==> src/rtl/frame_assembler.sv <==
// frame_assembler: packs WORD_W-bit words from the ingress FIFO MSB-first into one
// FRAME_W-bit frame, hands the frame to the crc block and waits for crc_done.
// Short packets are zero-padded. Long packets are truncated to WORDS words, flagged
// with trunc_err, and their remaining words are dropped once the crc block is done.
//
// Optional feature macro: FRAME_TIMEOUT_EN
//   defined   - give up waiting for crc_done after TIMEOUT_CYCLES cycles (timeout_err)
//   undefined - wait for crc_done indefinitely; timeout_err tied to 0
//
// Ports:
//   clk, rst_n          clock, asynchronous active-low reset
//   in_valid/in_ready   word handshake with the FIFO; in_data word, in_last end of packet
//   data_raw            assembled frame, held until crc_done
//   crc_valid           one-cycle start pulse to the crc block
//   crc_done            crc block finished with the current frame
//   trunc_err           one-cycle pulse alongside crc_valid when the packet was truncated
//   frame_cnt           frames completed by crc_done (wraps)
//   timeout_err         one-cycle pulse when crc_done never arrived
module frame_assembler #(
    parameter int unsigned WORD_W         = 32,
    parameter int unsigned FRAME_W        = 768,
    parameter int unsigned TIMEOUT_CYCLES = 1024
) (
    input  logic               clk,
    input  logic               rst_n,
    input  logic               in_valid,
    input  logic [WORD_W-1:0]  in_data,
    input  logic               in_last,
    output logic               in_ready,
    output logic [FRAME_W-1:0] data_raw,
    output logic               crc_valid,
    input  logic               crc_done,
    output logic               trunc_err,
    output logic [15:0]        frame_cnt,
    output logic               timeout_err
);

    localparam int unsigned WORDS = FRAME_W / WORD_W;
    localparam int unsigned IDX_W = (WORDS > 1) ? $clog2(WORDS) : 1;
    localparam logic [IDX_W-1:0] LAST_IDX = IDX_W'(WORDS - 1);

    if ((FRAME_W % WORD_W) != 0 || TIMEOUT_CYCLES == 0) begin : g_bad_cfg
        $error("frame_assembler: FRAME_W must be a multiple of WORD_W, TIMEOUT_CYCLES > 0");
    end

    typedef enum logic [1:0] {StCollect, StSend, StWaitDone, StDiscard} state_e;

    state_e             state_q, state_d;
    logic [IDX_W-1:0]   idx_q, idx_d;
    logic [FRAME_W-1:0] data_raw_q, data_raw_d;
    logic               crc_valid_q, crc_valid_d;
    logic               trunc_q, trunc_d;
    logic               trunc_err_q, trunc_err_d;
    logic [15:0]        frame_cnt_q, frame_cnt_d;
    logic               accept;
`ifdef FRAME_TIMEOUT_EN
    localparam logic [15:0] TIMER_LAST = 16'(TIMEOUT_CYCLES - 1);
    logic [15:0]        timer_q, timer_d;
    logic               timeout_err_q, timeout_err_d;
`endif

    // Gated by rst_n so the FIFO sees no ready while reset is held.
    assign in_ready = rst_n & ((state_q == StCollect) | (state_q == StDiscard));
    assign accept   = in_valid & in_ready;

    always_comb begin
        state_d     = state_q;
        idx_d       = idx_q;
        data_raw_d  = data_raw_q;
        trunc_d     = trunc_q;
        frame_cnt_d = frame_cnt_q;
        crc_valid_d = 1'b0;
        trunc_err_d = 1'b0;
`ifdef FRAME_TIMEOUT_EN
        timer_d       = timer_q;
        timeout_err_d = 1'b0;
`endif
        unique case (state_q)
            StCollect: begin
                if (accept) begin
                    for (int w = 0; w < int'(WORDS); w++) begin
                        if (idx_q == IDX_W'(w)) begin
                            data_raw_d[FRAME_W-1-w*WORD_W -: WORD_W] = in_data;
                        end
                    end
                    if (in_last || idx_q == LAST_IDX) begin
                        state_d     = StSend;
                        crc_valid_d = 1'b1;
                        // Frame full but packet continues: the tail gets dropped later.
                        if (!in_last) begin
                            trunc_d     = 1'b1;
                            trunc_err_d = 1'b1;
                        end
                    end else begin
                        idx_d = idx_q + 1'b1;
                    end
                end
            end
            StSend: begin
                // crc_done in this cycle is deliberately not looked at.
                state_d = StWaitDone;
`ifdef FRAME_TIMEOUT_EN
                timer_d = '0;
`endif
            end
            StWaitDone: begin
                if (crc_done) begin
                    frame_cnt_d = frame_cnt_q + 16'd1;
                    data_raw_d  = '0;
                    idx_d       = '0;
                    trunc_d     = 1'b0;
                    state_d     = trunc_q ? StDiscard : StCollect;
                end
`ifdef FRAME_TIMEOUT_EN
                else if (timer_q == TIMER_LAST) begin
                    timeout_err_d = 1'b1;
                    data_raw_d    = '0;
                    idx_d         = '0;
                    trunc_d       = 1'b0;
                    state_d       = trunc_q ? StDiscard : StCollect;
                end else begin
                    timer_d = timer_q + 16'd1;
                end
`endif
            end
            StDiscard: begin
                if (accept && in_last) begin
                    state_d = StCollect;
                end
            end
            default: state_d = StCollect;
        endcase
    end

    always_ff @(posedge clk or negedge rst_n) begin
        if (!rst_n) begin
            state_q     <= StCollect;
            idx_q       <= '0;
            data_raw_q  <= '0;
            crc_valid_q <= 1'b0;
            trunc_q     <= 1'b0;
            trunc_err_q <= 1'b0;
            frame_cnt_q <= '0;
`ifdef FRAME_TIMEOUT_EN
            timer_q       <= '0;
            timeout_err_q <= 1'b0;
`endif
        end else begin
            state_q     <= state_d;
            idx_q       <= idx_d;
            data_raw_q  <= data_raw_d;
            crc_valid_q <= crc_valid_d;
            trunc_q     <= trunc_d;
            trunc_err_q <= trunc_err_d;
            frame_cnt_q <= frame_cnt_d;
`ifdef FRAME_TIMEOUT_EN
            timer_q       <= timer_d;
            timeout_err_q <= timeout_err_d;
`endif
        end
    end

    assign data_raw  = data_raw_q;
    assign crc_valid = crc_valid_q;
    assign trunc_err = trunc_err_q;
    assign frame_cnt = frame_cnt_q;
`ifdef FRAME_TIMEOUT_EN
    assign timeout_err = timeout_err_q;
`else
    assign timeout_err = 1'b0;
`endif

endmodule

==> config.mk <==
export PLATFORM = sky130hd
export DESIGN_NAME = frame_assembler
export DESIGN_NICKNAME = d
export VERILOG_FILES = /design/src/rtl/frame_assembler.sv
export SDC_FILE = /design/constraint.sdc
export NUM_CORES = 1
export LEC_CHECK = 0
export CAP_MARGIN = 5
export CORE_UTILIZATION = 30
export CTS_BUF_LIST = sky130_fd_sc_hd__clkbuf_4 sky130_fd_sc_hd__clkbuf_8
export DETAILED_ROUTE_END_ITERATION = 10
export MAX_ROUTING_LAYER = met4
export PLACE_DENSITY = 0.54
export SYNTH_ARGS = -nofsm -noshare
export SYNTH_HDL_FRONTEND = slang
export SYNTH_SLANG_ARGS = --single-unit
==> constraint.sdc <==
create_clock -name clk -period 2.1 [get_ports clk]
set_clock_uncertainty 0.2 [all_clocks]
set_input_delay 0.42 -clock clk [delete_from_list [all_inputs] [get_ports clk]]
set_output_delay 0.42 -clock clk [all_outputs]
set_load 0.02 [all_outputs]
run_1/met4.png
The bar under the picture is 100 um long.
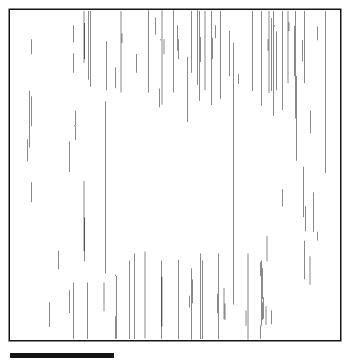
- main direction: vertical
- longest straight run: 252 um
- share of all routed wire: 3.6%

run_1/cell_classes.png
The bar under the picture is 100 um long. Fill, decap, tap and diode cells in grey.
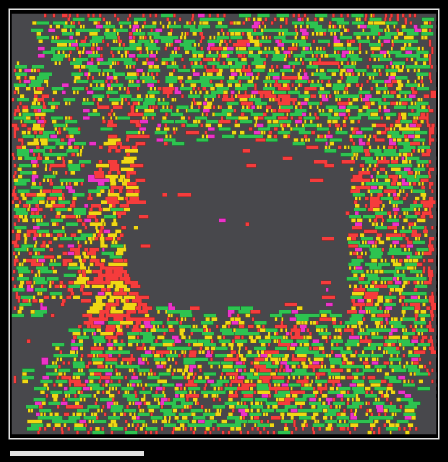
- red: other buffers and delay cells (cells 1218; share of their area 25%)
- green: flip-flops (cells 794; share of their area 45%)
- magenta: clock drivers and dummy loads (cells 253; share of their area 6.8%)
- yellow: all other logic (cells 1716; share of their area 23%)
Seq area share: 0.431
fin area: 46100 um^2
FP Rows: 115
final core utilization: 0.467

run_1/final_placement.png
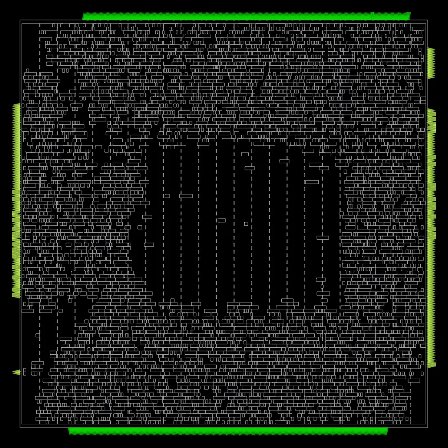
TAP cells: 1287
Seq cells: 794
core area: 98700 um^2
Layout Cells excl Fill: 5274
Filler cells: 9398

==> flow_summary_export.csv, run 1 <==
group,metric,value,unit
status,outcome,"finished with violations",
status,violations,"negative setup slack",
synthesis,edf_count,0,
hold_path,hold_path_class,"in2reg",
critical_path,critPathKind,"reg2reg",
synthesis,yosys_warnings,0,
cells_and_area,final_cell_mix,"dfrtp_1, buf_2, nand2_1",
synthesis,ys_seq_frac,0.662,
power_and_ir_drop,p_leak,23.0,nW
final_timing,hold_violations,0,
synthesis,ff_type,"dfrtp_1",
final_timing,whs,159,ps
placed_design,placed_cells,4816,
placed_design,io_buffers,823,
global_route,grt_max_degree,137,
power_and_ir_drop,p_per_area,1890,nW/um^2
critical_path,slowest_delay,380,ps
clock_network,cts.sinks,794,
critical_path,arrival,2940,ps
drt,drtPass1Iterations,5,
power_and_ir_drop,p_int,48.2,mW
global_route,antenna_found_initial,8,
synthesis,syn_area_per_cell,11.0,um^2
cells_and_area,final_layout_size_suffix_gt1_frac,0.469,
clock_network,cts_tree,"done",
critical_path,cp_max_fo,5,
clock_network,clk_latency,820,ps
power_and_ir_drop,power_frac_comb,0.526,
critical_path,cp-startpoint,"state_q[0]",
drt,drt-initial-drc-count,1977,
placed_design,place_area,40800,um^2
global_route,gr-usage-all-layers,0.235,
global_route,grt_pass1_wl,168000,um
critical_path,crit_path_top_delay_cell,"dfrtp_1",
critical_path,cp.required,2590,ps
flow_run,warnings,44,
synthesis,ys_chip_area,30000,um^2
critical_path,crit_path_start_kind,"flop",
drt,drc_errors,0,
die,fp_util,0.304,
drt,routed_wl,137000,um
synthesis,synth_area,30000,um^2
die,chip_area,101000,um^2
cells_and_area,final_layout_top_logic_cell,"dfrtp_1",
final_timing,max-slew-margin-rel,0.414,
drt,ant_nets,0,
drt,wl_per_cell,26.0,um
synthesis,synthArstFlopShare,1.00,
cells_and_area,seq_area,19900,um^2
flow_run,maxCapViolations,0,
clock_network,path_clk_slew,60,ps
final_timing,worst_slew_pin_slew,879,ps
critical_path,r2r_start,"state_q[0]",
final_timing,period_needed,2450,ps
power_and_ir_drop,irDropWorstVdd,752,uV
drt,num_vias,25800,
final_timing,slew_viol_final,0,
clock_network,h-tree-depth,4,
synthesis,synth_cells,2742,
critical_path,worstSetupEndpointType,"flop",
clock_network,clockBufferDepth,3,
cells_and_area,comb_area,10400,um^2
die,io_pins,825,
die,die_width,318,um
final_timing,setup_viol,770,
synthesis,yosysCellCount,2742,
final_timing,fmax,408,MHz
power_and_ir_drop,seqPwrFrac,0.298,
critical_path,path_cells,"inv_2 -> ha_4 -> and4b_4 -> buf_12 -> buf_6 -> buf_6 -> o221ai_4 -> buf_12 -> clkbuf_16 -> clkbuf_16 -> nand2_4 -> o21ai_1",
cells_and_area,finalNetCount,3920,
placed_design,hpwlAfterDp,79000,um
global_route,grt-ovfl-total,0,
clock_network,numCtsBuffers,144,
hold_path,min_from,"in_data[16]",
final_timing,rsz0062_at_grt,"true",
power_and_ir_drop,switching_share,0.446,
clock_network,root_buffer,"clkbuf_8",
drt,via_per_inst,4.88,
global_route,grt_pass1_vias,23200,
power_and_ir_drop,clock_power_share,0.176,
critical_path,rrSetupSlack,-350,ps
synthesis,synth.distinct_cells,51,
final_timing,postLayoutSetupSlackWorst,-351,ps
synthesis,fp_nets,2788,
cells_and_area,area_growth,53.5,%
placed_design,place_congestion,0.803,
power_and_ir_drop,netSwitchingPower,38.8,mW
die,die_h,318,um
synthesis,ys_ff,794,
final_timing,finalCritPeriodShare,1.17,
-- run 1: cell families (layout without fill, tap and decap cells) --
family                   count (synthesis)  count (layout)  share of synthesized area
AND/OR/NAND/NOR                        867             867                      0.121
AND-OR/OR-AND                          813             813                      0.153
flip-flops                             794             794                      0.662
buffers and inverters                  242            1481                     0.0563
XOR/XNOR                                15              15                    0.00438
adder cells (fa/ha/maj)                  9               9                    0.00375
other                                    1               7                   0.000125
multiplexers                             1               1                   0.000375
-- run 1: final cells by class --
class / count / area share
tap: 1287 / 0.0349
clock buffer: 232 / 0.0614
timing repair buffer: 1218 / 0.243
antenna: 6 / 0.000326
multi-input combinational: 1706 / 0.225
clock inverter: 21 / 0.00385
inverter: 10 / 0.000814
sequential: 794 / 0.431
-- run 1: metal layers --
metal  up-vias  part of all wire  GRT usage
li1      11600                 -          -
met3       246             0.067     0.0542
met5         -                 0          -
met2       957              0.48      0.392
met4         0             0.036     0.0966
met1     13000              0.41      0.273
-- run 1: sequential cells by signal, indices dropped and copies added (netlist names) --
signal	count
idx_q	5
trunc_q	1
data_raw	768
frame_cnt	16
state_q	2
trunc_err	1
crc_valid	1
-- run 1: power groups by stage --
stage | Sequential [mW] | Combinational (mW) | Clock (mW)
floorplan | 32.9 | 12.1 | 0
global placement | 25.2 | 40.0 | 0
detailed placement | 25.5 | 40.4 | 0
CTS | 25.2 | 37.1 | 15.7
global route | 26.6 | 48.0 | 16.4
finish | 25.9 | 45.8 | 15.4
-- run 1: worst max-delay path, delay by kind of cell (launching register included) --
family          cells  cell delay, ps
compound gates      2             190
fa+ha+maj           1             200
buf+inv             7             910
flops               1             380
simple gates        2             400
-- run 1: cell usage after synthesis (7+ instances only) --
cell type	count	area (um^2)
nor2_1	10	37.5
inv_1	9	33.8
o21ai_0	464	2320
nand2_1	773	2900
o221ai_4	22	578
dfrtp_1	794	19900
clkbuf_2	10	50.1
buf_6	68	766
buf_2	22	110
and4b_1	7	70.1
nand2b_1	34	213
and4bb_2	10	125
buf_4	46	345
xnor2_1	10	87.6
ha_1	9	113
clkbuf_1	82	308
o21ai_1	313	1570
-- run 1: stage by stage --
step	setup TNS (ps)	setup WS [ps]	power [mW]	util
final	-145040	-351	87.0	0.467
after global routing	-194200	-451	91.0	0.467
after CTS	-96600	-472	78.0	0.421
after detailed placement	-153020	-346	65.8	0.413
after global placement	-134540	-289	65.2	0.413
after floorplan	-24520	-72.1	45.0	-
-- run 1: final timing paths --
path | cells after the start | endpoint
setup / recovery | 12 | data_raw[465]
hold / removal | 3 | data_raw[16]
setup reg to reg | 12 | data_raw[465]
hold reg to reg | 1 | frame_cnt[15]
max in group asynchronous | 4 | data_raw[108]
min in group asynchronous | 4 | data_raw[277]
-- run 1: repair_timing --
| action | 4_1_cts | 5_1_grt |
|---|---|---|
| endpoints found under the setup margin | 1557 | 787 |
| hold endpoints to repair | 712 | 0 |
| setup buffers | 53 | 43 |
| hold buffers | 3 | 0 |
| gates resized | 3717 | 682 |
| pin swaps | 12 | 205 |
| gates cloned | 10 | 92 |
run_1/gate_families.png
The bar under the picture is 100 um long.
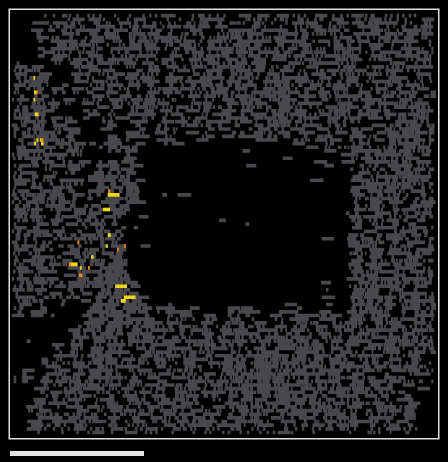

## Run 2: what changed since run 1
--- a/config.mk
+++ b/config.mk
@@ -11,6 +11,7 @@
 export DETAILED_ROUTE_END_ITERATION = 10
 export MAX_ROUTING_LAYER = met4
 export PLACE_DENSITY = 0.54
+export REMOVE_ABC_BUFFERS = 1
 export SYNTH_ARGS = -nofsm -noshare
 export SYNTH_HDL_FRONTEND = slang
 export SYNTH_SLANG_ARGS = --single-unit
run_2/gate_families.png
The bar under the picture is 100 um long.
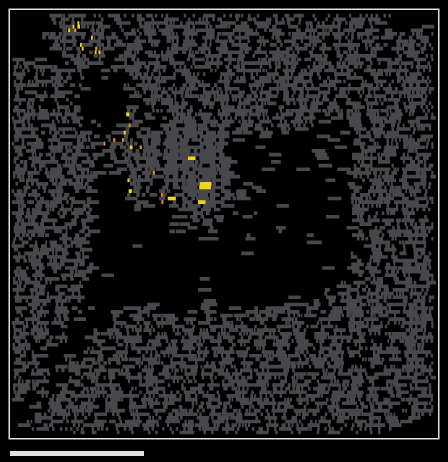
- yellow: NOR gates (cells 19)
- orange: inverters (cells 10)

==> run 2 against run 1 <==
Largest power group unchanged. Fmax down 1.4%. Clock power about the same. Sequential power about the same. Highest routed layer unchanged. Utilization down 0.24 points. The run still ends with negative setup slack left. Synthesized cell count unchanged. Die area unchanged.
==> flow_summary_export.csv, run 2 <==
group,metric,value,unit
die,die_h,318,um
synthesis,yosys_warnings,0,
critical_path,crit_path_top_delay_cell,"dfrtp_1",
drt,wl_per_cell,28.6,um
placed_design,hpwlAfterDp,77800,um
die,chip_area,101000,um^2
synthesis,synth_cells,2742,
synthesis,synth.distinct_cells,51,
final_timing,rsz0062_at_grt,"true",
synthesis,ys_seq_frac,0.662,
clock_network,root_buffer,"clkbuf_8",
final_timing,setup_viol,776,
drt,drc_errors,0,
critical_path,worstSetupEndpointType,"output pin",
placed_design,io_buffers,823,
die,io_pins,825,
drt,ant_nets,0,
die,core_area,98700,um^2
critical_path,r2r_start,"state_q[0]",
cells_and_area,design_area,45900,um^2
clock_network,clockBufferDepth,3,
critical_path,cp_max_fo,2,
critical_path,cp-startpoint,"state_q[0]",
cells_and_area,finalNetCount,3888,
global_route,antenna_found_initial,9,
drt,num_vias,25700,
drt,drtPass1Iterations,5,
cells_and_area,final_layout_size_suffix_gt1_frac,0.478,
die,rows,115,
synthesis,ff_type,"dfrtp_1",
global_route,grt_max_degree,131,
critical_path,critPathKind,"reg2out",
critical_path,path_cells,"inv_2 -> ha_4 -> buf_6 -> nor2b_1 -> buf_4",
final_timing,hold_violations,0,
synthesis,ys_ff,794,
synthesis,synthArstFlopShare,1.00,
power_and_ir_drop,irDropWorstVdd,790,uV
status,violations,"negative setup slack",
clock_network,h-tree-depth,4,
synthesis,synth_area,30000,um^2
global_route,grt_pass1_vias,23200,
critical_path,crit_path_start_kind,"flop",
clock_network,cts.sinks,794,
hold_path,hold_path_class,"in2async",
drt,drt-initial-drc-count,2081,
status,outcome,"finished with violations",
synthesis,top_cell,"dfrtp_1",
cells_and_area,area_growth,52.7,%
synthesis,yosysCellCount,2742,
power_and_ir_drop,p_per_area,1920,nW/um^2
final_timing,worst_slew_pin_slew,810,ps
cells_and_area,final_cell_mix,"dfrtp_1, buf_2, nand2_1",
synthesis,area_leaders,"dfrtp_1, nand2_1, o21ai_0",
global_route,grt_pass1_wl,174000,um
final_timing,slew_viol_final,0,
critical_path,arrival,1870,ps
global_route,gr-usage-all-layers,0.246,
flow_run,maxCapViolations,0,
final_timing,postLayoutSetupSlackWorst,-386,ps
clock_network,path_clk_slew,60,ps
final_timing,fmax,402,MHz
synthesis,ys_chip_area,30000,um^2
synthesis,top_area_cell,"dfrtp_1",
cells_and_area,largest_register_ffs,768,
drt,routed_wl,149000,um
synthesis,yosysTopAreaCellShare,0.662,
drt,via_per_inst,4.91,
final_timing,max-slew-margin-rel,0.460,
die,die_width,318,um
placed_design,place_area,40700,um^2
final_timing,finalCritPeriodShare,1.18,
critical_path,cp.required,1480,ps
clock_network,clk_latency,810,ps
synthesis,edf_count,0,
synthesis,common_cells,"dfrtp_1, nand2_1, o21ai_0",
flow_run,warnings,38,
clock_network,cts_tree,"done",
clock_network,numCtsBuffers,143,
die,fp_util,0.304,
placed_design,post-place-ws,-303,ps
critical_path,slowest_delay,380,ps
global_route,grt-ovfl-total,0,
final_timing,whs,117,ps
power_and_ir_drop,p_leak,22.8,nW
-- run 2: kinds of logic (layout without fill, tap and decap cells) --
group	count (synthesis)	in the layout	share of synthesized area
AND-OR/OR-AND	813	813	0.153
buffers and inverters	242	1438	0.0563
XOR/XNOR	15	15	0.00438
other	1	7	0.000125
flip-flops	794	794	0.662
AND/OR/NAND/NOR	867	867	0.121
multiplexers	1	1	0.000375
adder cells (fa/ha/maj)	9	9	0.00375
-- run 2: layout make-up --
type	count	area [um^2]
multi-input cells	1706	10500
diodes	6	15.0
repair buffers	1187	10900
clock inverters	16	154
inverters	10	37.5
fillers	9428	52800
flip-flops and latches	794	19900
clock buffers	225	2760
well taps	1287	1610
-- run 2: through the flow --
step,setup TNS (ps),utilization,instances
finish,-138720,0.465,5231
CTS,-110100,0.424,5116
global placement,-159010,0.412,4782
detailed placement,-170420,0.412,4782
floorplan,-1457450,-,2510
global route,-202630,0.465,5228
-- run 2: path summary, 6_finish.rpt --
kind / cells after the start / to / slack [ps]
worst max-delay path: 5 / in_ready / -390
worst min-delay path: 4 / data_raw[361] / 120
worst max register to register: 11 / data_raw[252] / -380
worst min register to register: 2 / data_raw[406] / 270
max in group asynchronous: 6 / data_raw[28] / 390
min in group clk: 4 / data_raw[113] / 160
-- run 2: report_power, final --
| part | internal (mW) | switching [mW] |
|---|---|---|
| Clock | 8.42 | 6.66 |
| Combinational | 17.5 | 29.5 |
| Sequential | 21.8 | 4.19 |
| Total | 47.7 | 40.4 |
-- run 2: layer usage --
metal  part of all wire  GRT usage  vias up
met5                  0          -        -
met1               0.41      0.301    12900
li1                   -          -    11500
met4              0.042      0.100        0
met2               0.47      0.387     1068
met3              0.074     0.0632      253
-- run 2: what timing repair did --
| action | in CTS | in global routing |
|---|---|---|
| hold endpoints to repair | 632 | 0 |
| pin swaps | 61 | 219 |
| hold buffers | 3 | 0 |
| setup endpoints to repair | 1562 | 790 |
| cloned | 26 | 77 |
| setup buffers | 66 | 44 |
| gates resized | 3711 | 736 |
-- run 2: worst max-delay path: cells and delay by family, from the launching register on --
family        cells  cell delay, ps
fa+ha+maj         1             200
simple gates      1             100
flops             1             380
buf+inv           3             370
run_2/final_placement.png
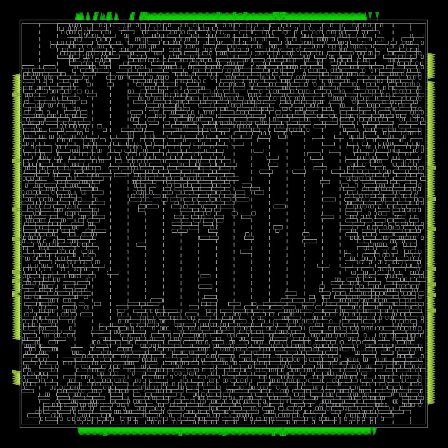

## Run 3: what changed since run 2
--- a/config.mk
+++ b/config.mk
@@ -6,11 +6,12 @@
 export NUM_CORES = 1
 export LEC_CHECK = 0
 export CAP_MARGIN = 5
-export CORE_UTILIZATION = 30
+export CORE_AREA = 4 4 322 324
 export CTS_BUF_LIST = sky130_fd_sc_hd__clkbuf_4 sky130_fd_sc_hd__clkbuf_8
 export DETAILED_ROUTE_END_ITERATION = 10
+export DIE_AREA = 0 0 326 328
 export MAX_ROUTING_LAYER = met4
-export PLACE_DENSITY = 0.54
+export PLACE_DENSITY = 0.52
 export REMOVE_ABC_BUFFERS = 1
 export SYNTH_ARGS = -nofsm -noshare
 export SYNTH_HDL_FRONTEND = slang
==> constraint.sdc (replaced) <==
create_clock -name clk -period 2.9 [get_ports clk]
set_clock_uncertainty 0.2 [all_clocks]
set_input_delay 0.58 -clock clk [delete_from_list [all_inputs] [get_ports clk]]
set_output_delay 0.58 -clock clk [all_outputs]
set_load 0.02 [all_outputs]
run_3/final_placement.png
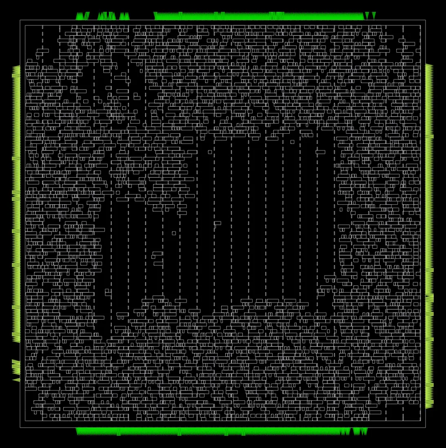
TAP cells: 1368
Seq area share: 0.468
FP Rows: 117
Layout Cells excl Fill: 5046

==> run 3 against run 2 <==
The run now ends clean. Register-to-register slack better by 760 ps. Via count decreased by 12%. Worst setup slack gained 550 ps. Design area decreased by 7.4%. Clock power shrank 31%. Non-clock buffer count fell by 251. Sequential share of layout area rose by 3.5 points. Final cell count shrank 3.5%.
==> flow_summary_export.csv, run 3 <==
group,metric,value,unit
status,outcome,"finished, final reports clean",
clock_network,cts.sinks,794,
critical_path,arrival,1960,ps
final_timing,fmax,365,MHz
synthesis,top_cell,"dfrtp_1",
hold_path,min_to,"data_raw[182]",
final_timing,max-slew-margin-rel,0.404,
drt,num_vias,22500,
critical_path,critPathKind,"reg2out",
hold_path,hold_path_class,"in2reg",
synthesis,ys_sh_xor,0.00438,
cells_and_area,finalCoreUtilization,0.420,
cells_and_area,area_growth,41.4,%
final_timing,setup_viol,0,
critical_path,r2r_start,"state_q[0]",
clock_network,clk_latency,790,ps
flow_run,warnings,42,
clock_network,clockBufferDepth,3,
final_timing,slew_viol_final,0,
die,die_width,326,um
synthesis,synth.distinct_cells,51,
synthesis,ys_seq_frac,0.662,
global_route,antenna_found_initial,4,
synthesis,adder_share,0.00375,
drt,ant_nets,0,
synthesis,ys_sh_mux,0.000375,
cells_and_area,largest_register_ffs,768,
placed_design,placed_cells,4813,
hold_path,min_from,"in_data[22]",
placed_design,place_area,39700,um^2
global_route,grt_pass1_vias,22500,
synthesis,yosys.area_share.aoi,0.153,
cells_and_area,finalNetCount,3638,
drt,drt-initial-drc-count,1162,
synthesis,yosys_warnings,0,
synthesis,ys_top_logic_family,"AND-OR/OR-AND gates",
clock_network,path_clk_slew,50,ps
synthesis,synthArstFlopShare,1.00,
cells_and_area,final_cell_mix,"clkdlybuf4s50_1, dfrtp_1, nand2_1",
drt,drc_errors,0,
synthesis,ys_ff,794,
cells_and_area,final_layout_size_suffix_gt1_frac,0.106,
die,chip_area,107000,um^2
synthesis,common_cells,"dfrtp_1, nand2_1, o21ai_0",
critical_path,crit_path_start_kind,"flop",
clock_network,root_buffer,"clkbuf_8",
synthesis,edf_count,0,
clock_network,numCtsBuffers,144,
cells_and_area,num-fill-cells,9854,
final_timing,period_needed,2740,ps
die,fp_util,0.297,
final_timing,hold_violations,0,
final_timing,worst_slew_pin_slew,894,ps
critical_path,rrSetupSlack,380,ps
placed_design,place_congestion,0.783,
critical_path,cp_max_fo,3,
drt,wl_per_cell,22.6,um
critical_path,r2r-end,"data_raw[63]",
final_timing,postLayoutSetupSlackWorst,161,ps
placed_design,hpwlAfterDp,78700,um
final_timing,fin_tns_setup,0,ps
cells_and_area,final_layout_top_logic_cell,"clkdlybuf4s50_1",
synthesis,yosysCellCount,2742,
synthesis,ys_chip_area,30000,um^2
critical_path,worstSetupEndpointType,"output pin",
global_route,grt-ovfl-total,0,
power_and_ir_drop,irDropWorstVdd,643,uV
synthesis,top_area_cell,"dfrtp_1",
global_route,grt_pass1_wl,165000,um
die,core_area,101000,um^2
critical_path,cp.required,2120,ps
synthesis,syn_area_per_cell,11.0,um^2
cells_and_area,design_area,42500,um^2
clock_network,cts_tree,"done",
final_timing,finalCritPeriodShare,0.944,
hold_path,hold_depth,3,
global_route,grt_max_degree,148,
die,die_h,328,um
critical_path,reg2regPathDepth,7,
placed_design,post-place-ws,194,ps
synthesis,area_leaders,"dfrtp_1, nand2_1, o21ai_0",
drt,drtPass1Iterations,5,
synthesis,yosysTopAreaCellShare,0.662,
synthesis,ys_sh_simple,0.121,
placed_design,io_buffers,823,
die,io_pins,825,
synthesis,ff_type,"dfrtp_1",
clock_network,h-tree-depth,4,
synthesis,synth_area,30000,um^2
final_timing,rsz0062_at_grt,"false",
flow_run,maxCapViolations,0,
synthesis,synth_cells,2742,
drt,via_per_inst,4.46,
drt,routed_wl,114000,um
power_and_ir_drop,p_leak,18.8,nW
global_route,gr-usage-all-layers,0.217,
power_and_ir_drop,p_per_area,1330,nW/um^2
[run 3: layer usage]
metal,up-vias,share of wire,global-route usage
li1,10900,-,-
met1,10800,0.42,0.259
met2,670,0.49,0.354
met3,147,0.069,0.0660
met4,0,0.027,0.0667
met5,-,0,-
[run 3: cells by family (layout without fill, tap and decap cells)]
logic type | after synthesis | after routing
other cells | 1 | 5
mux | 1 | 1
compound gates | 813 | 813
buf+inv | 242 | 1174
fa+ha+maj | 9 | 9
xor+xnor | 15 | 15
flops | 794 | 794
simple gates | 867 | 867
[run 3: worst max-delay path by stage]
stage                          start            end  cells after the start  slack, ps
final                     state_q[0]       in_ready                      4        160
after global routing      state_q[0]       in_ready                      4        0.3
after CTS                 state_q[0]       in_ready                      4         40
after detailed placement    in_valid  data_raw[330]                      7        190
after global placement      in_valid  data_raw[324]                      7        220
after floorplan           state_q[0]  data_raw[544]                      6      -1380
[run 3: final cells by class]
type	count	area (um^2)	share of cell area
sequential	794	19900	0.468
clock buffer	210	2620	0.0617
multi-input combinational	1706	8490	0.200
antenna	4	10.0	0.000236
tap	1368	1710	0.0403
timing repair buffer	936	9600	0.226
clock inverter	18	131	0.00309
inverter	10	37.5	0.000884
[run 3: worst max-delay path, stage by stage, from the launching register on]
cell	delay, ps
dfrtp_1	370
inv_1	80
ha_1	320
nor2b_1	120
clkdlybuf4s15_2	290
[run 3: repair_timing]
item                       in CTS  in global routing
buffers inserted                0                  0
hold endpoints to repair      421                  0
resized                         3                  0
hold buffers                    1                  0
setup endpoints to repair       1                  0
[run 3: report_power, final]
| group | internal (mW) | switching (mW) | leakage, nW | total [mW] |
|---|---|---|---|---|
| clock | 5.74 | 4.69 | 1.45 | 10.4 |
| sequential | 15.8 | 2.58 | 10.1 | 18.4 |
| combinational | 11.1 | 16.7 | 7.21 | 27.9 |
| total | 32.7 | 24.0 | 18.8 | 56.7 |
[run 3: stage by stage]
step | hold slack (ps) | total power [mW]
3_5_place_dp | 269 | 46.9
2_1_floorplan | 84.4 | 30.7
5_1_grt | 188 | 60.1
6_report | 227 | 56.7
4_1_cts | 131 | 57.6
3_3_place_gp | 260 | 46.5

==> notes/layouts.md <==
Pictures saved along the way, in no particular order.

Signal wires by layer.
The bar under the picture is 100 um long.
(a)
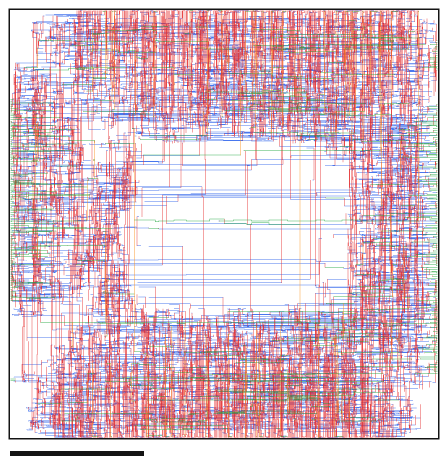
(b)
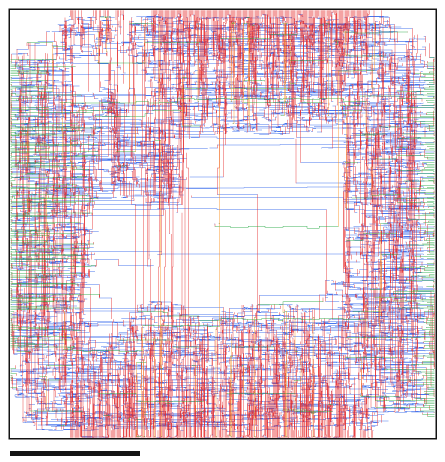
(c)
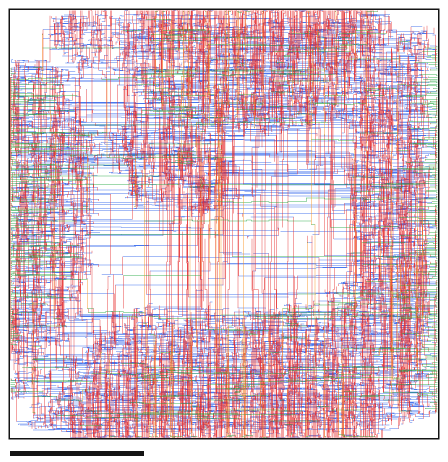
| picture | from |
|---|---|
| (b) | run 3 |
| (a) | run 1 |
| (c) | run 2 |
Of these, least wire: (b)

Key to (c):
- orange: met4 (wire length 6280 um)
- blue: met1 (wire length 62.0 mm)
- green: met3 (wire length 11000 um)
- red: met2 (wire length 70.1 mm)

Power figures rest on the tool's default switching activity, not on a simulated workload.
